**Met2 routing**

Scale bar: 50 um.
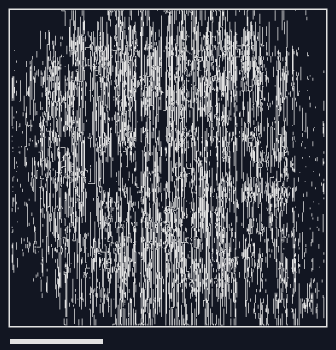
**PDN straps and rails**

Pins as bars on the die edge. Tap cells in grey.
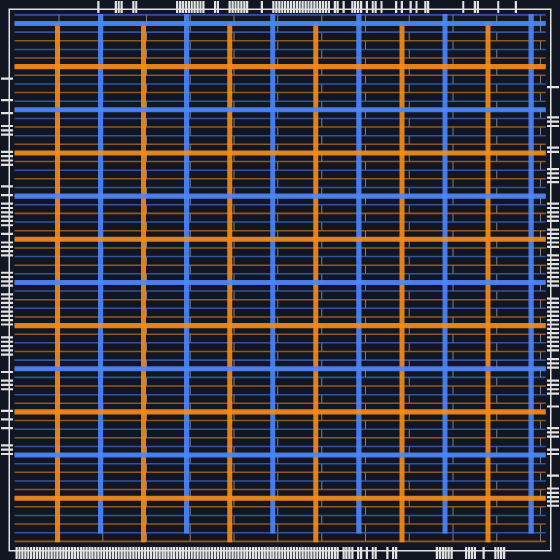
**Cell outlines without signal wires**

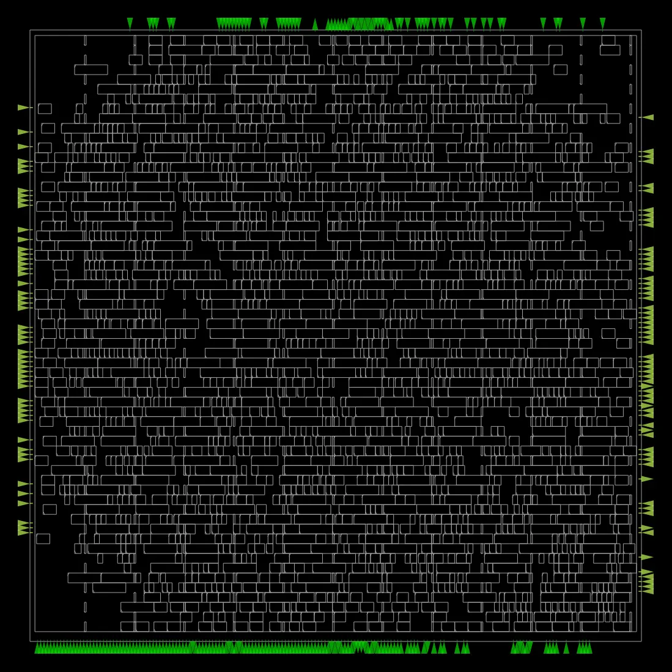
**Routed clock nets over the placement**

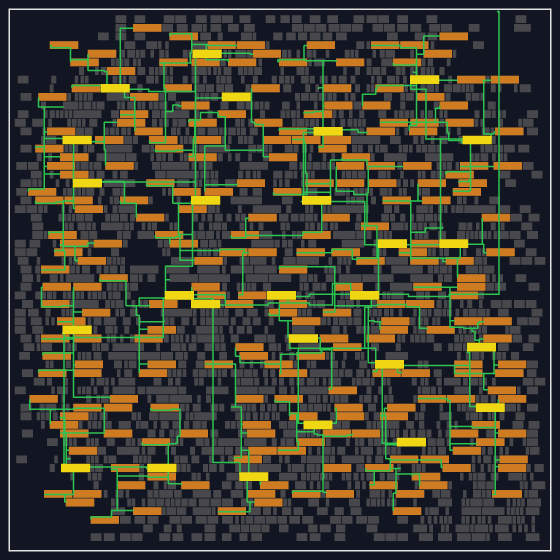
[config.mk]
export PLATFORM = sky130hd
export DESIGN_NAME = sys_debug_ctrl
export DESIGN_NICKNAME = d
export VERILOG_FILES = /design/src/rtl/sys_debug_ctrl_pkg.sv /design/src/rtl/sys_dbg_runctl.sv /design/src/rtl/sys_debug_ctrl.sv
export SDC_FILE = /design/constraint.sdc
export NUM_CORES = 1
export LEC_CHECK = 0
export ABC_AREA = 1
export CAP_MARGIN = 20
export CORE_UTILIZATION = 45
export DETAILED_ROUTE_END_ITERATION = 8
export HOLD_SLACK_MARGIN = 0.03
export MAX_ROUTING_LAYER = met4
export PLACE_DENSITY_LB_ADDON = 0.15
export SLEW_MARGIN = 25
export SYNTH_ARGS = -nofsm -noshare
export SYNTH_HDL_FRONTEND = slang
export SYNTH_SLANG_ARGS = --single-unit
[constraint.sdc]
create_clock -name SYS_clk -period 1.8 [get_ports SYS_clk]
set_clock_uncertainty 0.1 [all_clocks]
set_input_delay 0.36 -clock SYS_clk [delete_from_list [all_inputs] [get_ports SYS_clk]]
set_output_delay 0.36 -clock SYS_clk [all_outputs]
set_load 0.005 [all_outputs]
[src/rtl/sys_debug_ctrl_pkg.sv]
// Shared encodings for the debug/run-control unit: display modes and run-control states.
package sys_debug_ctrl_pkg;
  localparam logic [1:0] MODE_LIVE   = 2'b00;
  localparam logic [1:0] MODE_FREEZE = 2'b01;
  localparam logic [1:0] MODE_SCAN   = 2'b10;

  typedef enum logic [1:0] {
    ST_RUN  = 2'b00,
    ST_HALT = 2'b01,
    ST_STEP = 2'b10,
    ST_BRK  = 2'b11
  } dbg_state_t;

  // Encoding 11 is unused and folds onto LIVE.
  function automatic logic [1:0] eff_mode(input logic [1:0] m);
    return (m == 2'b11) ? MODE_LIVE : m;
  endfunction
endpackage

[src/rtl/sys_dbg_runctl.sv]
// Run control: input edge detects, RUN/HALT/STEP/BRK FSM, breakpoint re-trap guard.
module sys_dbg_runctl
  import sys_debug_ctrl_pkg::*;
#(
  parameter int PC_W         = 8,
  parameter bit RUN_ON_RESET = 1'b1
) (
  input  logic            clk,
  input  logic            rst_n,
  input  logic            run,
  input  logic            step,
  input  logic            snap,
  input  logic            bp_en,
  input  logic [PC_W-1:0] bp_pc,
  input  logic [PC_W-1:0] cur_pc,
  output logic            cpu_en,
  output logic            halted,
  output logic            bp_hit,
  output logic            snap_edge,
  output logic            brk_entry
);
  localparam dbg_state_t RST_ST = RUN_ON_RESET ? ST_RUN : ST_HALT;

  dbg_state_t state, nxt;
  logic run_q, step_q, snap_q, skip_bp;
  logic run_edge, step_edge, bp_match, leave_brk;

  assign run_edge  = run & ~run_q;
  assign step_edge = step & ~step_q;
  assign snap_edge = snap & ~snap_q;
  assign bp_match  = bp_en && (cur_pc == bp_pc) && !skip_bp;
  assign brk_entry = (state == ST_RUN) && bp_match;
  assign leave_brk = (state == ST_BRK) && (nxt != ST_BRK);

  always_comb begin
    nxt = state;
    case (state)
      ST_RUN:  if (bp_match) nxt = ST_BRK; else if (!run) nxt = ST_HALT;
      ST_STEP: nxt = ST_HALT;
      default: if (run_edge) nxt = ST_RUN; else if (step_edge) nxt = ST_STEP;
    endcase
  end

  always_ff @(posedge clk or negedge rst_n) begin
    if (!rst_n) begin
      state   <= RST_ST;
      cpu_en  <= RUN_ON_RESET;
      halted  <= !RUN_ON_RESET;
      bp_hit  <= 1'b0;
      run_q   <= 1'b0;
      step_q  <= 1'b0;
      snap_q  <= 1'b0;
      skip_bp <= 1'b0;
    end else begin
      state  <= nxt;
      cpu_en <= (nxt == ST_RUN) || (nxt == ST_STEP);
      halted <= (nxt == ST_HALT) || (nxt == ST_BRK);
      run_q  <= run;
      step_q <= step;
      snap_q <= snap;
      if (brk_entry)      bp_hit <= 1'b1;
      else if (leave_brk) bp_hit <= 1'b0;
      // Guard stays up until the core moves off the trapped PC.
      if (leave_brk)               skip_bp <= 1'b1;
      else if (cur_pc != bp_pc)    skip_bp <= 1'b0;
    end
  end
endmodule

[src/rtl/sys_debug_ctrl.sv]
// Debug/run-control top: probe shadow registers, scan sequencer and LED display mux.
module sys_debug_ctrl
  import sys_debug_ctrl_pkg::*;
#(
  parameter int NUM_CH       = 8,
  parameter int DATA_W       = 32,
  parameter int LED_W        = 27,
  parameter int PC_W         = 8,
  parameter int SCAN_DIV     = 4,
  parameter bit RUN_ON_RESET = 1'b1,
  localparam int CH_W        = $clog2(NUM_CH)
) (
  input  logic                     SYS_clk,
  input  logic                     SYS_reset,
  input  logic [1:0]               SYS_mode,
  input  logic [CH_W-1:0]          SYS_output_sel,
  input  logic                     SYS_snap,
  input  logic                     SYS_run,
  input  logic                     SYS_step,
  input  logic                     bp_en,
  input  logic [PC_W-1:0]          bp_pc,
  input  logic [PC_W-1:0]          cur_pc,
  input  logic [NUM_CH*DATA_W-1:0] probe_bus,
  output logic                     cpu_en,
  output logic                     halted,
  output logic                     bp_hit,
  output logic [LED_W-1:0]         SYS_leds,
  output logic [CH_W-1:0]          scan_ch
);
  localparam int DW    = LED_W - CH_W;
  localparam int CNT_W = (SCAN_DIV > 1) ? $clog2(SCAN_DIV) : 1;

  logic [NUM_CH-1:0][DATA_W-1:0] probe, shadow;
  logic [1:0]       mode, mode_q;
  logic [CNT_W-1:0] cnt;
  logic [CH_W-1:0]  ch;
  logic [DATA_W-1:0] word;
  logic [DW-1:0]    data;
  logic snap_edge, brk_entry, capture;

  assign probe   = probe_bus;
  assign mode    = eff_mode(SYS_mode);
  assign capture = snap_edge | brk_entry | ((mode == MODE_FREEZE) && (mode_q != MODE_FREEZE));
  assign ch      = (mode == MODE_SCAN) ? scan_ch : SYS_output_sel;
  assign word    = (mode == MODE_FREEZE) ? shadow[ch] : probe[ch];

  if (DATA_W >= DW) begin : g_trunc
    logic unused_hi;
    assign data      = word[DW-1:0];
    assign unused_hi = ^word;
  end else begin : g_ext
    assign data = {{(DW-DATA_W){1'b0}}, word};
  end

  sys_dbg_runctl #(.PC_W(PC_W), .RUN_ON_RESET(RUN_ON_RESET)) u_runctl (
    .clk(SYS_clk), .rst_n(SYS_reset),
    .run(SYS_run), .step(SYS_step), .snap(SYS_snap),
    .bp_en(bp_en), .bp_pc(bp_pc), .cur_pc(cur_pc),
    .cpu_en(cpu_en), .halted(halted), .bp_hit(bp_hit),
    .snap_edge(snap_edge), .brk_entry(brk_entry)
  );

  always_ff @(posedge SYS_clk or negedge SYS_reset) begin
    if (!SYS_reset) begin
      shadow   <= '0;
      mode_q   <= MODE_LIVE;
      cnt      <= '0;
      scan_ch  <= '0;
      SYS_leds <= '0;
    end else begin
      if (capture) shadow <= probe;
      mode_q   <= mode;
      SYS_leds <= {ch, data};
      if (mode == MODE_SCAN) begin
        if (mode_q != MODE_SCAN) begin
          cnt     <= '0;
          scan_ch <= '0;
        end else if (cnt == CNT_W'(SCAN_DIV - 1)) begin
          cnt     <= '0;
          scan_ch <= scan_ch + 1'b1;
        end else begin
          cnt <= cnt + 1'b1;
        end
      end else begin
        cnt     <= '0;
        scan_ch <= SYS_output_sel;
      end
    end
  end
endmodule

==> flow_summary.yaml <==
# flow metrics
clock_tree:
  clock_latency_ns: 0.54
  htree_levels: 1
  cts-root-buf: "clkbuf_16"
  cts_setup_buffers: 10
  clock-sinks: 235
  path_clk_slew_ns: 0.06
  cts_resized: 58
  cts_buffers: 26
final_layout:
  layout_top_cell: "nand2_1"
  mi_logic_area_sq_um: 5650
  clkbuf_count: 43
  antennaDiodeCount: 2
  inverters: 176
  layout_top_cells: "nand2_1, dfrtp_1, clkdlybuf4s50_1"
  top_register: "shadow"
  layoutNonFillerInstCount: 2371
  drive_gt1_share_pct: 11.9
  seq_area_sq_um: 5880
  largestRegisters: "shadow: 192 flops, SYS_leds: 27 flops, scan_ch: 3 flops"
  buffers: 417
  nonClkBufAreaFrac_pct: 26.5
  clock_area_share_pct: 4.37
  largest_register_ffs: 192
  comb_cells: 1115
  final_util_pct: 66.0
synthesis:
  async_reset_ff_share_pct: 100
  ys_top_logic_family: "simple AND/OR/NAND/NOR gates"
  ys_types: 27
  ys_cells: 1655
  synth.most_common_cell: "nand2_1"
  synthTopCellsByCount: "nand2_1, dfrtp_1, nand3_1"
  ys_sh_simple_pct: 23.3
  yosysWarnings: 0
  synthAdderAreaFrac_pct: 0.197
  synth.cell_area_sq_um: 12700
  fp_nets: 1940
  topCellsByArea: "dfrtp_1, nand2_1, o211ai_1"
  ys_chip_area_sq_um: 12700
global_route:
  grt_pass1_wl_mm: 68.2
  grt_pass1_vias: 11972
  grt.busiest_layer: "met2"
  use_met3_pct: 6.49
  grt_max_degree: 47
  grt_usage_pct: 31.8
critical_path:
  cp_common_cell: "buf_12"
  cp-startpoint: "scan_ch[0]"
  path_buffers: 4
  cp_slowest_cell: "dfrtp_1"
  cpPeakStageDelay_ns: 0.40
  crit_type: "reg2reg"
  cp-end-kind: "register"
  reg2reg_from: "scan_ch[0]"
  crit_family: "buffers and inverters"
  required_ns: 2.13
drt:
  top_layer_used: "met4"
  wl_met3_mm: 4.83
  dr.first_iter.drc_count: 1649
  antenna_left: 0
  first_pass_iters: 6
  routed_via_density: 5.66
timing:
  worstMarginPinSlew_ns: 0.454
  tns_ns: -1.15
  setup_viol: 21
  finalClockPeriodUsage_pct: 105
  fmax_mhz: 527
  worst_hold_slack_ns: 0.219
  finalHoldViolCount: 0
  setup_slack_ns: -0.0970
outcome:
  outcome: "complete, but fails checks"
  violations: "negative setup slack"
placement:
  portBuffers: 251
  gp_congestion: 0.952
  dp.cells: 2269
  dpl.hpwl_mm: 30.9
power_and_ir_drop:
  p_comb_mw: 4.45
  combinationalPowerShare_pct: 27.9
  p_clk_mw: 5.15
  power.switching_mw: 4.93
  p_per_area_nw_per_um2: 870
  p_sw_share_pct: 30.9
  power_leader: "registers"
  p_total_mw: 16.0
hold_path:
  hold_depth: 1
  holdPathEnd: "u_runctl.step_q"
  hp-start: "SYS_step"
job:
  tool_warnings: 92
  maxCapViolations: 0
floorplan:
  ios: 316
-- 'met2 routing' (at the start) --
The layer carries 21.1 mm of wire. The longest straight run is 78.0 um. The layer holds 44% of the routed length. The wires run mostly vertical. 1760 nets have wire on it.
Vias: 13426
routed wire length: 47.9 mm
GRT met2 Usage: 45.8%

-- 'PDN straps and rails' (at the start) --
VDD: shown in blue. VSS: shown in orange.
316 signal pins sit on the boundary. 62 met1 rails follow the rows. 12 straps on met4. The core has 61 rows.
Die Span Y: 170 um
die width: 170 um
Placeable Area: 27800 sq um
worst IR drop on VDD: 0.609 mV

-- 'cell outlines without signal wires' (at the start) --
Tap Cells: 378
register share of the cell area: 32.1%
Site Rows: 61
# fillers: 2342
Flops: 235

-- 'routed clock nets over the placement' (at the start) --
flip-flops: shown in orange, count 235. clock wires: shown in green, length 3240 um. cells driving clock nets: shown in yellow, count 26.
Position of the flops: spread over the die.

No activity file was given, so power comes from the tool's default toggle rates.
